===== src/rtl/histogram_sequencer.sv =====
// Frame controller for computeHistogram: scan, readout and clear of one frame per request.
// Optional watchdog enabled by defining HIST_SEQ_TIMEOUT_EN.
module histogram_sequencer #(
    parameter int unsigned IMG_W          = 240,
    parameter int unsigned IMG_H          = 180,
    parameter int unsigned ADDR_W         = 8,
    parameter int unsigned TIMEOUT_CYCLES = 1024
) (
    input  logic              clk,
    input  logic              reset,
    input  logic              frameStart,
    input  logic              abort,
    output logic              busy,
    output logic              frameDone,
    output logic              pixRdEn,
    output logic [ADDR_W-1:0] pixRdX,
    output logic [ADDR_W-1:0] pixRdY,
    input  logic              pixRdData,
    output logic [ADDR_W-1:0] xAddress,
    output logic [ADDR_W-1:0] yAddress,
    output logic              pixelData,
    output logic              startHistogram,
    output logic              readHistogram,
    output logic              clearHistogram,
    input  logic [ADDR_W-1:0] xHistogramOut,
    input  logic [ADDR_W-1:0] yHistogramOut,
    input  logic              xValid,
    input  logic              yValid,
    input  logic              histogramClear,
    output logic [ADDR_W-1:0] xResult,
    output logic [ADDR_W-1:0] xResultIndex,
    output logic              xResultValid,
    output logic [ADDR_W-1:0] yResult,
    output logic [ADDR_W-1:0] yResultIndex,
    output logic              yResultValid,
    output logic              timeoutErr
);

    typedef enum logic [2:0] {
        IDLE,
        SCAN,
        FLUSH,
        READ,
        CLEAR,
        DONE
    } state_t;

    localparam logic [ADDR_W-1:0] X_LAST = ADDR_W'(IMG_W - 1);
    localparam logic [ADDR_W-1:0] Y_LAST = ADDR_W'(IMG_H - 1);

    state_t            state_reg, state_next;
    logic [ADDR_W-1:0] x_cnt_reg, x_cnt_next;
    logic [ADDR_W-1:0] y_cnt_reg, y_cnt_next;
    logic [ADDR_W-1:0] stage_x_reg, stage_y_reg;
    logic              stage_en_reg;
    logic              wd_expire;

    logic              frame_accept;
    logic              read_active;
    logic [1:0]        bin_valid;
    logic [ADDR_W-1:0] bin_in        [2];
    logic [ADDR_W-1:0] res_data_reg  [2];
    logic [ADDR_W-1:0] res_index_reg [2];
    logic [ADDR_W-1:0] bin_cnt_reg   [2];
    logic [1:0]        res_valid_reg;
    logic [1:0]        bin_full_reg;

    assign frame_accept = (state_reg == IDLE) && frameStart && !abort;
    assign read_active  = (state_reg == READ) && !abort;

    always_comb begin
        state_next = state_reg;
        x_cnt_next = x_cnt_reg;
        y_cnt_next = y_cnt_reg;
        case (state_reg)
            IDLE: begin
                if (frame_accept) state_next = SCAN;
            end
            SCAN: begin
                if (abort) begin
                    state_next = CLEAR;
                    x_cnt_next = '0;
                    y_cnt_next = '0;
                end else if (y_cnt_reg == Y_LAST) begin
                    y_cnt_next = '0;
                    if (x_cnt_reg == X_LAST) begin
                        x_cnt_next = '0;
                        state_next = FLUSH;
                    end else begin
                        x_cnt_next = x_cnt_reg + 1'b1;
                    end
                end else begin
                    y_cnt_next = y_cnt_reg + 1'b1;
                end
            end
            FLUSH:   state_next = abort ? CLEAR : READ;
            READ: begin
                if (abort || (&bin_full_reg)) state_next = CLEAR;
            end
            CLEAR: begin
                if (histogramClear) state_next = DONE;
            end
            DONE:    state_next = IDLE;
            default: state_next = IDLE;
        endcase
        // A watchdog expiry overrides waiting in READ or CLEAR.
        if (wd_expire) state_next = (state_reg == READ) ? CLEAR : DONE;
    end

    always_ff @(posedge clk or negedge reset) begin
        if (!reset) begin
            state_reg    <= IDLE;
            x_cnt_reg    <= '0;
            y_cnt_reg    <= '0;
            stage_x_reg  <= '0;
            stage_y_reg  <= '0;
            stage_en_reg <= 1'b0;
        end else begin
            state_reg    <= state_next;
            x_cnt_reg    <= x_cnt_next;
            y_cnt_reg    <= y_cnt_next;
            stage_x_reg  <= x_cnt_reg;
            stage_y_reg  <= y_cnt_reg;
            stage_en_reg <= pixRdEn;
        end
    end

    assign bin_valid = {yValid, xValid};
    assign bin_in[0] = xHistogramOut;
    assign bin_in[1] = yHistogramOut;

    // Channel 0 forwards x bins, channel 1 forwards y bins.
    genvar gi;
    generate
        for (gi = 0; gi < 2; gi++) begin : g_bin
            localparam logic [ADDR_W-1:0] BIN_LAST = ADDR_W'(((gi == 0) ? IMG_W : IMG_H) - 1);
            always_ff @(posedge clk or negedge reset) begin
                if (!reset) begin
                    res_data_reg[gi]  <= '0;
                    res_index_reg[gi] <= '0;
                    res_valid_reg[gi] <= 1'b0;
                    bin_cnt_reg[gi]   <= '0;
                    bin_full_reg[gi]  <= 1'b0;
                end else begin
                    res_valid_reg[gi] <= 1'b0;
                    if (frame_accept) begin
                        bin_cnt_reg[gi]  <= '0;
                        bin_full_reg[gi] <= 1'b0;
                    end else if (read_active && bin_valid[gi] && !bin_full_reg[gi]) begin
                        res_data_reg[gi]  <= bin_in[gi];
                        res_index_reg[gi] <= bin_cnt_reg[gi];
                        res_valid_reg[gi] <= 1'b1;
                        if (bin_cnt_reg[gi] == BIN_LAST) bin_full_reg[gi] <= 1'b1;
                        else bin_cnt_reg[gi] <= bin_cnt_reg[gi] + 1'b1;
                    end
                end
            end
        end
    endgenerate

`ifdef HIST_SEQ_TIMEOUT_EN
    localparam int unsigned WD_W = $clog2(TIMEOUT_CYCLES + 1);
    localparam logic [WD_W-1:0] WD_LAST = WD_W'(TIMEOUT_CYCLES - 1);

    logic [WD_W-1:0] wd_cnt_reg;
    logic            wd_idle;
    logic            timeout_err_reg;

    assign wd_idle   = ((state_reg == READ) && !abort && !xValid && !yValid) ||
                       ((state_reg == CLEAR) && !histogramClear);
    assign wd_expire = wd_idle && (wd_cnt_reg == WD_LAST);

    always_ff @(posedge clk or negedge reset) begin
        if (!reset) begin
            wd_cnt_reg      <= '0;
            timeout_err_reg <= 1'b0;
        end else begin
            if (state_next != state_reg || !wd_idle) wd_cnt_reg <= '0;
            else wd_cnt_reg <= wd_cnt_reg + 1'b1;
            if (frame_accept) timeout_err_reg <= 1'b0;
            else if (wd_expire) timeout_err_reg <= 1'b1;
        end
    end

    assign timeoutErr = timeout_err_reg;
`else
    assign wd_expire  = 1'b0;
    assign timeoutErr = 1'b0 & (TIMEOUT_CYCLES == 0);
`endif

    // abort gates the strobes combinationally so nothing is issued in the abort cycle.
    assign busy           = (state_reg != IDLE);
    assign frameDone      = (state_reg == DONE);
    assign pixRdEn        = (state_reg == SCAN) && !abort;
    assign pixRdX         = x_cnt_reg;
    assign pixRdY         = y_cnt_reg;
    assign xAddress       = stage_x_reg;
    assign yAddress       = stage_y_reg;
    assign startHistogram = stage_en_reg && !abort;
    assign pixelData      = stage_en_reg && !abort && pixRdData;
    assign readHistogram  = read_active;
    assign clearHistogram = (state_reg == CLEAR);
    assign xResult        = res_data_reg[0];
    assign xResultIndex   = res_index_reg[0];
    assign xResultValid   = res_valid_reg[0];
    assign yResult        = res_data_reg[1];
    assign yResultIndex   = res_index_reg[1];
    assign yResultValid   = res_valid_reg[1];

endmodule


===== config.mk =====
export PLATFORM = sky130hd
export DESIGN_NAME = histogram_sequencer
export DESIGN_NICKNAME = d
export VERILOG_FILES = /design/src/rtl/histogram_sequencer.sv
export SDC_FILE = /design/constraint.sdc
export NUM_CORES = 1
export LEC_CHECK = 0
export CAP_MARGIN = 25
export CORE_ASPECT_RATIO = 1.25
export CORE_UTILIZATION = 45
export CTS_CLUSTER_DIAMETER = 30
export DETAILED_ROUTE_END_ITERATION = 8
export HOLD_SLACK_MARGIN = 0.02
export PLACE_DENSITY = 0.75
export SLEW_MARGIN = 5
export SYNTH_ARGS = -nofsm -noshare
export SYNTH_HDL_FRONTEND = slang
export SYNTH_SLANG_ARGS = --single-unit

===== constraint.sdc =====
create_clock -name clk -period 4.5 [get_ports clk]
set_input_delay 0.675 -clock clk [delete_from_list [all_inputs] [get_ports clk]]
set_output_delay 0.675 -clock clk [all_outputs]
set_load 0.02 [all_outputs]

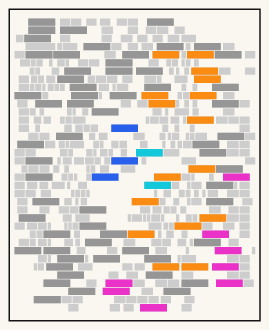
(register map, names as in the netlist)
(3 px per um) Other sequential cells in the stronger gray, the rest of the logic in the fainter gray.
Cyan marks bin_full_reg, flops 2. Magenta marks yResult, flops 8. Orange marks bin_cnt_reg, flops 16. Blue marks state_reg, flops 3.
Another 59 sequential cells are not colored.

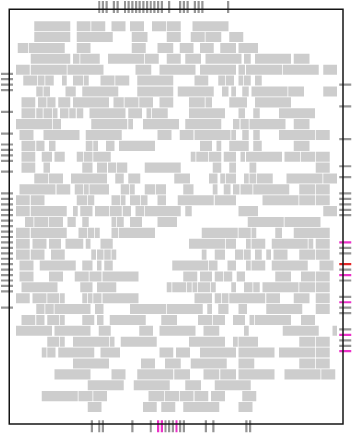
(pin placement)
(4 px per um) Pins as bars across the die edge, other pins in gray.
Red marks yValid, pins 1, direction input, edge right. Magenta marks yHistogramOut, pins 8, direction input, edge 5 right, 3 bottom.
All pins by edge: 31 left, 26 right, 24 top, 17 bottom.

==> impl_metrics.env <==
# yosys + openroad results
export IMPL_status="finished, final reports clean"
export IMPL_vias=2792
export IMPL_layout_drive_gt1_share_pct=12.2
export IMPL_cts_made_buffers=9
export IMPL_final_cells=506
export IMPL_crit_start="abort"
export IMPL_die_w_um=83.1
export IMPL_cts_buffer_depth=2
export IMPL_clock_skew_ns=0.00963
export IMPL_worst_path_buf_inv=3
export IMPL_p_per_area_nw_per_um2=384
export IMPL_place_ws_ns=1.33
export IMPL_top_area_cell="dfrtp_1"
export IMPL_top_cell="dfrtp_1"
export IMPL_cp_cell_sequence="clkdlybuf4s50_1, nor2_1, nand2_1, inv_1, clkdlybuf4s50_1"
export IMPL_synth_area_um2=3700
export IMPL_synth_seq_cells=88
export IMPL_peakVddDrop_mv=0.336
export IMPL_worstMarginPinSlew_ns=0.667
export IMPL_buffers_excl_clock=100
export IMPL_buffer_area_share_pct=20.6
export IMPL_sh_comb_area_pct=28.4
export IMPL_nNonClkInverters=12
export IMPL_critPathCaptureType="output pin"
export IMPL_rrSetupSlack_ns=2.44
export IMPL_core_area_um2=7880
export IMPL_path_class="input port to output pin"
export IMPL_rsz0062_at_grt="false"
export IMPL_nMultiInputCombCells=198
export IMPL_clock_area_share_pct=2.88
export IMPL_cp_depth=5
export IMPL_mux_share_pct=10.5
export IMPL_cts_setup_buffers=0
export IMPL_synth_avg_cell_area_um2=11.9
export IMPL_placed_cell_area_um2=4770
export IMPL_yosys_area_um2=3700
export IMPL_finish_instance_area_um2=4910
export IMPL_sh_seq_area_pct=44.9
export IMPL_numClockSinks=88
export IMPL_fin_nets=437
export IMPL_slew_headroom_pct=55.5
export IMPL_cts_resized_gates=0
export IMPL_edf_count=0
export IMPL_first_pass_iters=4
export IMPL_root_buffer="clkbuf_8"
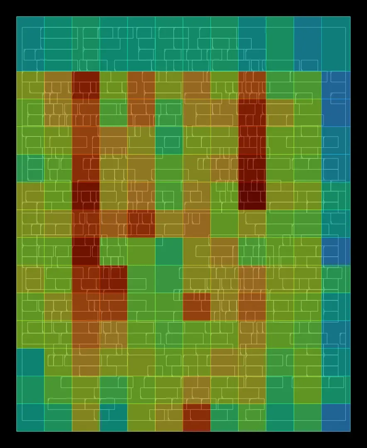
(congestion heat map)
met2 Resource Use GR: 33.0%
Routed WL per cell: 15.6 um
GRT met3 Usage: 4.52%

[where the power goes]
group	internal [mW]	total, mW	leakage (nW)	switching, mW
Clock	0.190	0.444	0.0749	0.254
Combinational	0.231	0.497	0.935	0.267
Sequential	0.864	0.944	1.20	0.0801
Total	1.29	1.89	2.21	0.601
[how the worst min path moves through the flow]
stage / endpoint / cells past startpoint / slack (ns) / start
2_1_floorplan: bin_cnt_reg[0] / 0 / 0.38 / reset
3_3_place_gp: xAddress[7] / 0 / 0.43 / pixRdX[7]
3_5_place_dp: xAddress[7] / 0 / 0.45 / pixRdX[7]
4_1_cts: xAddress[4] / 1 / 0.20 / reset
5_1_grt: xAddress[4] / 1 / 0.21 / reset
6_report: xAddress[2] / 1 / 0.20 / reset
Power is estimated from default activity; no workload was simulated.
